### src/rtl/npu_pkg.sv
// Shared types and constants for the NPU systolic sequencing logic.
package npu_pkg;

    localparam int N      = 4;
    localparam int DATA_W = 16;
    // Accept edge to result: skew + array traversal + deskew + output register.
    localparam int LAT    = 2 * N + 1;

    typedef enum logic [2:0] {
        IDLE,
        LOAD_W,
        STREAM,
        DRAIN,
        DONE
    } state_t;

    typedef logic signed [N-1:0][DATA_W-1:0]        vec_t;
    typedef logic signed [N-1:0][N-1:0][DATA_W-1:0] tile_t;

endpackage

### src/rtl/skew_line.sv
// Fixed-depth WIDTH-bit delay line; building block of the skew, deskew and tag banks.
module skew_line #(
    parameter int WIDTH = 16,
    parameter int D     = 1
) (
    input  logic             clk,
    input  logic             rst,
    input  logic [WIDTH-1:0] din,
    output logic [WIDTH-1:0] dout
);

    logic [D-1:0][WIDTH-1:0] stage_reg;

    // Shift one stage per clock; the oldest stage is the output.
    always_ff @(posedge clk or negedge rst) begin
        if (!rst) begin
            stage_reg <= '0;
        end else begin
            stage_reg[0] <= din;
            for (int k = 1; k < D; k++) begin
                stage_reg[k] <= stage_reg[k-1];
            end
        end
    end

    assign dout = stage_reg[D-1];

endmodule

### src/rtl/systolic_scheduler.sv
// Sequencer for the weight-stationary PE array: loads the weight tile, skews
// activation vectors into the left edge, deskews bottom-edge sums into aligned results.
module systolic_scheduler
    import npu_pkg::*;
#(
    parameter int WIDTH = 16,
    parameter int N     = npu_pkg::N
) (
    input  logic                           clk,
    input  logic                           rst,
    input  logic                           start,
    input  logic [7:0]                     cfg_len,
    input  logic                           w_valid,
    input  logic [N-1:0][WIDTH-1:0]        w_data,
    output logic                           w_ready,
    input  logic                           act_valid,
    input  logic [N-1:0][WIDTH-1:0]        act_data,
    output logic                           act_ready,
    output logic [N-1:0][WIDTH-1:0]        pe_left,
    output logic [N-1:0][WIDTH-1:0]        pe_up,
    output logic [N-1:0][N-1:0][WIDTH-1:0] pe_weights,
    input  logic [N-1:0][WIDTH-1:0]        pe_down,
    output logic                           res_valid,
    output logic [N-1:0][WIDTH-1:0]        res_data,
    output logic                           busy,
    output logic                           done
);

    localparam int ROW_W = $clog2(N);
    localparam int DRN_W = $clog2(LAT);
    localparam logic [ROW_W-1:0] ROW_LAST   = ROW_W'(N - 1);
    localparam logic [DRN_W-1:0] DRAIN_LAST = DRN_W'(LAT - 1);

    state_t              state_reg;
    state_t              state_next;
    logic [ROW_W-1:0]    row_reg;
    logic [7:0]          len_reg;
    logic [7:0]          acc_reg;
    logic [DRN_W-1:0]    drain_reg;

    logic                    issue;
    logic                    w_accept;
    logic                    tag_tap;
    logic [N-1:0][WIDTH-1:0] inject;
    logic [N-1:0][WIDTH-1:0] deskewed;

    assign issue    = act_valid && act_ready;
    assign w_accept = w_valid && w_ready;

    // The top edge of the array never carries an incoming partial sum.
    assign pe_up = '0;

    // Next-state selection for the job sequence.
    always_comb begin
        state_next = state_reg;
        case (state_reg)
            IDLE: begin
                if (start) state_next = LOAD_W;
            end
            LOAD_W: begin
                if (w_accept && (row_reg == ROW_LAST)) begin
                    state_next = (len_reg == 8'd0) ? DONE : STREAM;
                end
            end
            STREAM: begin
                if (issue && (({1'b0, acc_reg} + 9'd1) == {1'b0, len_reg})) begin
                    state_next = DRAIN;
                end
            end
            DRAIN: begin
                if (drain_reg == DRAIN_LAST) state_next = DONE;
            end
            DONE: begin
                state_next = IDLE;
            end
            default: begin
                state_next = IDLE;
            end
        endcase
    end

    // State, job counters and handshake/status outputs registered from the next state.
    always_ff @(posedge clk or negedge rst) begin
        if (!rst) begin
            state_reg <= IDLE;
            row_reg   <= '0;
            len_reg   <= '0;
            acc_reg   <= '0;
            drain_reg <= '0;
            w_ready   <= 1'b0;
            act_ready <= 1'b0;
            busy      <= 1'b0;
            done      <= 1'b0;
        end else begin
            state_reg <= state_next;
            w_ready   <= (state_next == LOAD_W);
            act_ready <= (state_next == STREAM);
            busy      <= (state_next != IDLE);
            done      <= (state_next == DONE);
            case (state_reg)
                IDLE: begin
                    if (start) begin
                        len_reg <= cfg_len;
                        row_reg <= '0;
                    end
                end
                LOAD_W: begin
                    acc_reg <= '0;
                    if (w_accept) row_reg <= row_reg + 1'b1;
                end
                STREAM: begin
                    drain_reg <= '0;
                    if (issue) acc_reg <= acc_reg + 8'd1;
                end
                DRAIN: begin
                    drain_reg <= drain_reg + 1'b1;
                end
                default: begin
                end
            endcase
        end
    end

    // Weight bank: written row by row during loading, held until the next load.
    always_ff @(posedge clk or negedge rst) begin
        if (!rst) begin
            pe_weights <= '0;
        end else if (w_accept) begin
            pe_weights[row_reg] <= w_data;
        end
    end

    // Non-issue cycles feed zeros so bubbles and drain cycles add nothing to the sums.
    always_comb begin
        inject = '0;
        if (issue) inject = act_data;
    end

    // Row i enters the array i cycles after row 0.
    for (genvar gi = 0; gi < N; gi++) begin : g_skew
        skew_line #(.WIDTH(WIDTH), .D(gi + 1)) u_skew (
            .clk  (clk),
            .rst  (rst),
            .din  (inject[gi]),
            .dout (pe_left[gi])
        );
    end

    // Column j leaves the array j cycles after column 0; delay the early ones to match.
    for (genvar gi = 0; gi < N; gi++) begin : g_deskew
        if (gi < N - 1) begin : g_dly
            skew_line #(.WIDTH(WIDTH), .D(N - 1 - gi)) u_deskew (
                .clk  (clk),
                .rst  (rst),
                .din  (pe_down[gi]),
                .dout (deskewed[gi])
            );
        end else begin : g_pass
            assign deskewed[gi] = pe_down[gi];
        end
    end

    // Valid tag follows each issue; the output register below is the final stage.
    skew_line #(.WIDTH(1), .D(LAT - 1)) u_tag (
        .clk  (clk),
        .rst  (rst),
        .din  (issue),
        .dout (tag_tap)
    );

    // Aligned result register.
    always_ff @(posedge clk or negedge rst) begin
        if (!rst) begin
            res_valid <= 1'b0;
            res_data  <= '0;
        end else begin
            res_valid <= tag_tap;
            res_data  <= deskewed;
        end
    end

endmodule

### config.mk
export PLATFORM = sky130hd
export DESIGN_NAME = systolic_scheduler
export DESIGN_NICKNAME = d
export VERILOG_FILES = /design/src/rtl/npu_pkg.sv /design/src/rtl/skew_line.sv /design/src/rtl/systolic_scheduler.sv
export SDC_FILE = /design/constraint.sdc
export NUM_CORES = 1
export LEC_CHECK = 0
export CAP_MARGIN = 40
export CELL_PAD_IN_SITES_DETAIL_PLACEMENT = 0
export CELL_PAD_IN_SITES_GLOBAL_PLACEMENT = 1
export CORE_AREA = 2 2 257 259
export DETAILED_ROUTE_END_ITERATION = 8
export DIE_AREA = 0 0 259 261
export GPL_ROUTABILITY_DRIVEN = 0
export MAX_ROUTING_LAYER = met4
export PLACE_DENSITY_LB_ADDON = 0.1
export REMOVE_ABC_BUFFERS = 1
export SYNTH_ARGS = -nofsm -noshare
export SYNTH_HDL_FRONTEND = slang
export SYNTH_SLANG_ARGS = --single-unit
### constraint.sdc
create_clock -name clk -period 1.88 [get_ports clk]
set_clock_uncertainty 0.2 [all_clocks]
set_input_delay 0.282 -clock clk [delete_from_list [all_inputs] [get_ports clk]]
set_output_delay 0.282 -clock clk [all_outputs]
set_load 0.02 [all_outputs]
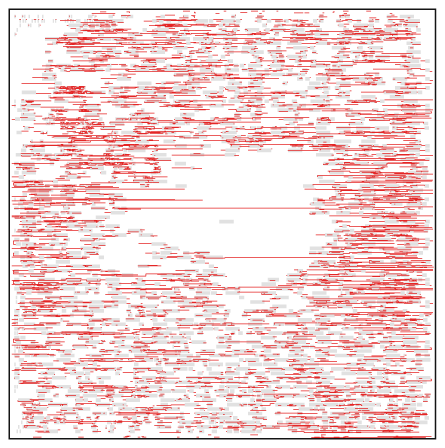
Fig. 1. M1 wires (run 1).
longest straight run: 126 microns
share of all routed wire: 39%
main direction: horizontal
nets with wire on the layer: 1,968
Post-Route WL: 57,800 microns
GR Layer Usage met1: 0.197
via count: 12.3k

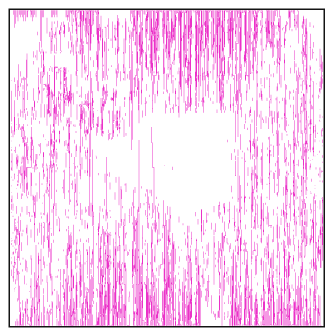
Fig. 2. Met2 routing (run 1).
nets with wire on the layer: 2,011
main direction: vertical
longest straight run: 87.0 microns
share of all routed wire: 53%
wire length on this layer: 30.4 mm
met2 Use GR: 0.297

==> run summary, run 1 <==
impl run done, here's what came out: Die W 259 microns, flops & latches, synth 614, die area 0.0676 sq mm, total congestion overflow 0, fin area 0.0309 sq mm, Unique cell types 43, Pwr top sequential cells, CTS tree yes, wire length of the first global-routing pass 85,100 microns, Setup-failing EPs final 2, sw frac 0.326, status complete, but fails checks, Ys Warns 0, Slew @ Worst Pin 0.652 ns, Late-Pin Clk Latency 0.61 ns, Setup TNS -0.0706 ns, Final Cycle Share 1.02, RSZ-0062 raised after global routing true, dominant logic cell type in the layout dfrtp_1, chip height 261 microns, routed length on met1 22,300 microns, placed cell area 0.0279 sq mm, Seq pwr share 0.384, Synth top area share 0.745, antenna violations before repair 5, Crit Reg-Reg Startpoint acc_reg[0], OpenROAD warnings 31, core box area 0.0650 sq mm, VDD IR max 0.000769 V, DP Wirelength 41,700 microns, PD cells 1520 mW/mm^2, Pre-Repair DR Iteration Count 4, Sink Count 614, family with the most delay on the worst path simple AND/OR/NAND/NOR gates, global routing's busiest layer met2, Setup WS post-layout -0.0390 ns, final hold violations 0, max-slew violations 0, DR top layer met4, failing checks setup timing, max_cap viols 0, CTS root buf clkbuf_16, hold_buf cts 88, post-CTS sizing 427, P_comb 15,200 uW, Clock Pin Slew Worst Setup and Hold Paths 0.06 ns, synthesis-to-finish area growth 49.8%, Post-CTS Setup Bufs 0, hold depth 2, sequential area share after synthesis 0.745, crit-path max cell delay 0.53 ns, number of flip-flops in the largest register 256, post-synth top area cell dfrtp_1, met2 WL 30,400 microns, DRC 0, synthesized cell area 0.0206 sq mm, Layout Nets 2,193, share of cells above drive strength 1 0.245, vias per cell 4.25, 1st-iter DRT viols 454, pre-CTS setup slack -0.387 ns, yosys cell count 1,231, ANT nets after route 0, Setup crit start kind flip-flop, critical path data required time 2.15 ns, Crit path depth 6, vias in the first global route 13.1k, Pwr Total 47,000 uW, combinational share of power 0.323, critical path class reg -> reg, crit path cell chain buf_4, and2_4, a21oi_1, or4_1, a211oi_2, nor3b_1, depth of the CTS H-tree 3, filler instances 5,786, IO Count 658, post-layout util 0.475, fp util 0.317, row cnt 94, Worst R2R Path Depth 6, clock network power 13,800 uW
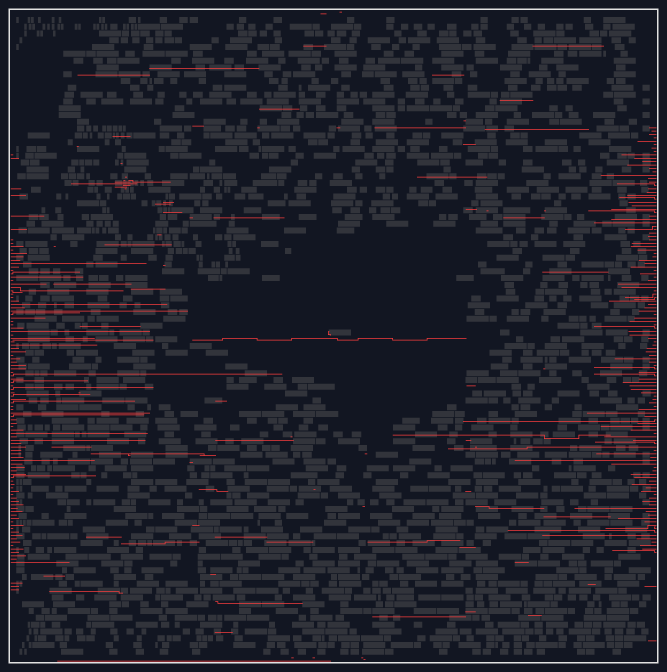
Fig. 3. Signal wires on met3 (run 1).
share of all routed wire: 6.9%
nets with wire on the layer: 262
longest straight run: 109 microns
wire length on this layer: 3,970 microns
met3 usage: 0.0485

## run 1: Yosys cell counts, drive strengths merged
| cell type | count |
|---|---|
| a211oi | 1 |
| a21o | 2 |
| a21oi | 5 |
| a22o | 2 |
| a31oi | 2 |
| a32oi | 1 |
| and2 | 5 |
| and3 | 69 |
| and4 | 1 |
| buf | 141 |
| clkbuf | 21 |
| conb | 1 |
| dfrtp | 614 |
| ha | 7 |
| inv | 5 |
| mux2 | 266 |
| nand2 | 11 |
| nand2b | 3 |
| nand3 | 14 |
| nand3b | 1 |
| nand4 | 1 |
| nand4b | 1 |
| nor2 | 8 |
| nor2b | 2 |
| nor3 | 2 |
| nor3b | 3 |
| nor4 | 3 |
| nor4b | 1 |
| o2111ai | 1 |
| o21ai | 15 |
| o311ai | 1 |
| o31ai | 4 |
| o32ai | 2 |
| o41ai | 1 |
| or2 | 1 |
| or3b | 1 |
| or4 | 1 |
| xnor2 | 8 |
| xor2 | 3 |
## run 1: final cells by class
class                      instances  area share
tap                              864      0.0350
timing repair buffer             778       0.244
clock inverter                    18      0.0108
antenna                            5    0.000405
clock buffer                     103      0.0662
sequential                       614       0.497
inverter                           5    0.000607
multi-input combinational        513       0.146
## run 1: worst paths after layout
kind / to / slack (ns)
max in group asynchronous: state_reg[2] / 0.24
max: act_ready / -0.04
min: g_skew[0].u_skew.dout[4] / 0.04
min in group asynchronous: pe_weights[113] / 0.15
max reg2reg: act_ready / -0.04
min reg2reg: res_data[15] / 0.12
## run 1: cell families after synthesis
group | synth area share
AOI/OAI and AO/OA | 0.0116
xor gates and xnor gates | 0.00467
adders and majority gates | 0.00425
buffers and inverters | 0.0526
DFF | 0.745
muxes | 0.145
other | 0.000182
and+or+nand+nor | 0.0366
Fig. 4: run 1, routing congestion map
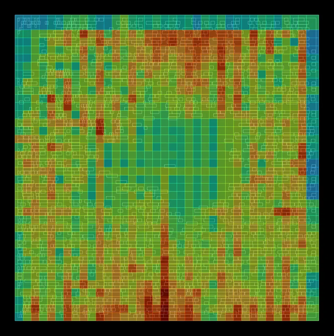

==> inputs of run 2 (changes only) <==
--- a/config.mk
+++ b/config.mk
@@ -12,6 +12,7 @@
 export DETAILED_ROUTE_END_ITERATION = 8
 export DIE_AREA = 0 0 259 261
 export GPL_ROUTABILITY_DRIVEN = 0
+export GPL_TIMING_DRIVEN = 0
 export MAX_ROUTING_LAYER = met4
 export PLACE_DENSITY_LB_ADDON = 0.1
 export REMOVE_ABC_BUFFERS = 1
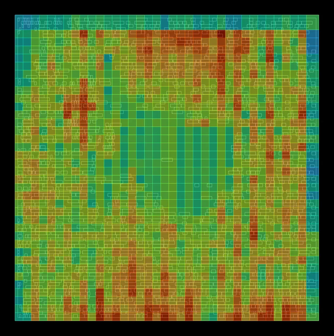
Fig. 5. Routing congestion map (run 2).
routed length per instance: 21.4 microns
global routing's busiest layer: met2
Total GRT Usage: 0.179
met3 usage: 0.0561
post-layout util: 0.472

==> run 2 against run 1 <==
The run ends with hold timing, setup timing left. Sequential share of layout area grew 0.40 points. Fmax shrank 6.2%. Global-route usage grew 0.56 points. First-iteration DRC count rose by 16%. Sequential power is essentially flat. Core utilization is 0.33 points lower. Total power is essentially flat. Cell area shrank 0.68%. Largest power group unchanged.
==> run summary, run 2 <==
impl run done, here's what came out: status complete, but fails checks (unchanged), failing checks hold timing, setup timing (was setup timing), VDD IR max 0.000724 V (was 0.000769 V), Setup-failing EPs final 9 (was 2), Crit Reg-Reg Startpoint acc_reg[0] (unchanged), EDFF count, synth 0 (unchanged), NonClk Buf Share 0.236 (was 0.244), top post-synthesis cells by count dfrtp_1 (614), mux2_2 (266), buf_4 (114) (unchanged), Dominant flop cell dfrtp_1 (unchanged), Post-CTS Setup Bufs 23 (was 0), share of cells above drive strength 1 0.240 (was 0.245), depth of the CTS H-tree 3 (unchanged), final hold violations 209 (was 0), hold_buf cts 74 (was 88), dominant logic cell type in the layout dfrtp_1 (unchanged), seq_cells 614 (unchanged), Sink Count 614 (unchanged), clock network power 13,400 uW (was 13,800 uW), n_taps 864 (unchanged), Worst Setup EP state_reg[0] (was act_ready), Pre-Repair DR Iteration Count 4 (unchanged), Final Cycle Share 1.09 (was 1.02), chip height 261 microns (unchanged), met2 Use GR 0.307 (was 0.297), top cell category flip-flops and latches (unchanged), max_cap viols 0 (unchanged), placed cell area 0.0272 sq mm (was 0.0279 sq mm), PD cells 1530 mW/mm^2 (was 1520 mW/mm^2), DP Wirelength 38,700 microns (was 41,700 microns), critical path class reg -> reg (unchanged), Signal buffers 724 (was 778), flops & latches, synth 614 (unchanged), Pwr top sequential cells (unchanged), Seq pwr share 0.387 (was 0.384), critical path data required time 2.21 ns (was 2.15 ns), post-synth top area cell dfrtp_1 (unchanged), flop share of the area 0.501 (was 0.497), Setup WS post-layout -0.166 ns (was -0.0390 ns), antenna violations before repair 5 (unchanged), DRC 0 (unchanged), IO Count 658 (unchanged), Layout Nets 2,144 (was 2,193), OpenROAD warnings 42 (was 31), Antenna diodes 6 (was 5), Slew @ Worst Pin 0.873 ns (was 0.652 ns), Hold Slack -0.583 ns (was 0.0450 ns), core box area 0.0650 sq mm (unchanged), 1st-iter DRT viols 526 (was 454), fp util 0.317 (unchanged), combinational share of cell area 0.152 (was 0.146), combinational share of power 0.328 (was 0.323), Late-Pin Clk Latency 0.59 ns (was 0.61 ns), met2 WL 32,000 microns (was 30,400 microns), Synth top area share 0.745 (unchanged), Async SR Flop Fraction 1.00 (unchanged), clock buf count 104 (was 103)
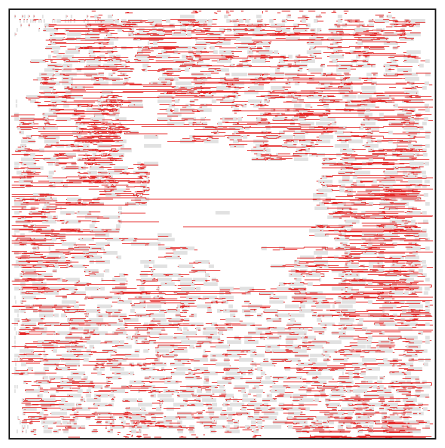
Fig. 6. M1 wires (run 2).
main direction: horizontal
share of all routed wire: 38%
wire length on this layer: 23.2 mm
longest straight run: 116 microns
nets with wire on the layer: 1,901
GR Layer Usage met1: 0.198
via count: 12.3k
Post-Route WL: 60,900 microns

## run 2: cell families (layout without fill, tap and decap cells)
| logic type | after synthesis | count (layout) | synth area share |
|---|---|---|---|
| simple gates | 128 | 132 | 0.0366 |
| compound gates | 37 | 37 | 0.0116 |
| fa+ha+maj | 7 | 7 | 0.00425 |
| flops | 614 | 614 | 0.745 |
| buf+inv | 167 | 847 | 0.0526 |
| other cells | 1 | 70 | 0.000182 |
| mux | 266 | 266 | 0.145 |
| xor+xnor | 11 | 11 | 0.00467 |
## run 2: how the worst min path moves through the flow
stage | from | to | slack (ns)
global placement | g_deskew[1].g_dly.u_deskew.stage_reg[15] | g_deskew[1].g_dly.u_deskew.dout[15] | 0.13
finish | rst | g_skew[1].u_skew.dout[14] | -0.58
CTS | rst | g_skew[1].u_skew.dout[14] | -0.61
global route | rst | g_skew[1].u_skew.dout[14] | -0.60
detailed placement | rst | g_skew[1].u_skew.dout[10] | 0.04
floorplan | rst | acc_reg[0] | -0.21
## run 2: worst max-delay path, stage by stage, from the launching register on
cell and delay [ns]:
dfrtp_2 0.43, ha_4 0.29, xnor2_2 0.10, o311ai_1 0.12, or4_1 0.43, a211oi_2 0.27
or2_1 0.15
## run 2: per-stage QoR
| stage | power [uW] | setup WS, ns | hold slack, ns | instances | TNS, ns |
|---|---|---|---|---|---|
| floorplan | 26000 | -1.79 | -0.214 | 1132 | -346.46 |
| global placement | 34700 | -27.13 | 0.131 | 2589 | - |
| detailed placement | 34900 | -0.992 | 0.0429 | 2602 | -225.96 |
| CTS | 47400 | -0.222 | -0.614 | 2827 | -0.752 |
| global route | 49300 | -0.195 | -0.598 | 2847 | -1.79 |
| finish | 47000 | -0.166 | -0.583 | 2848 | -0.684 |
Power and IR drop assume default switching activity.
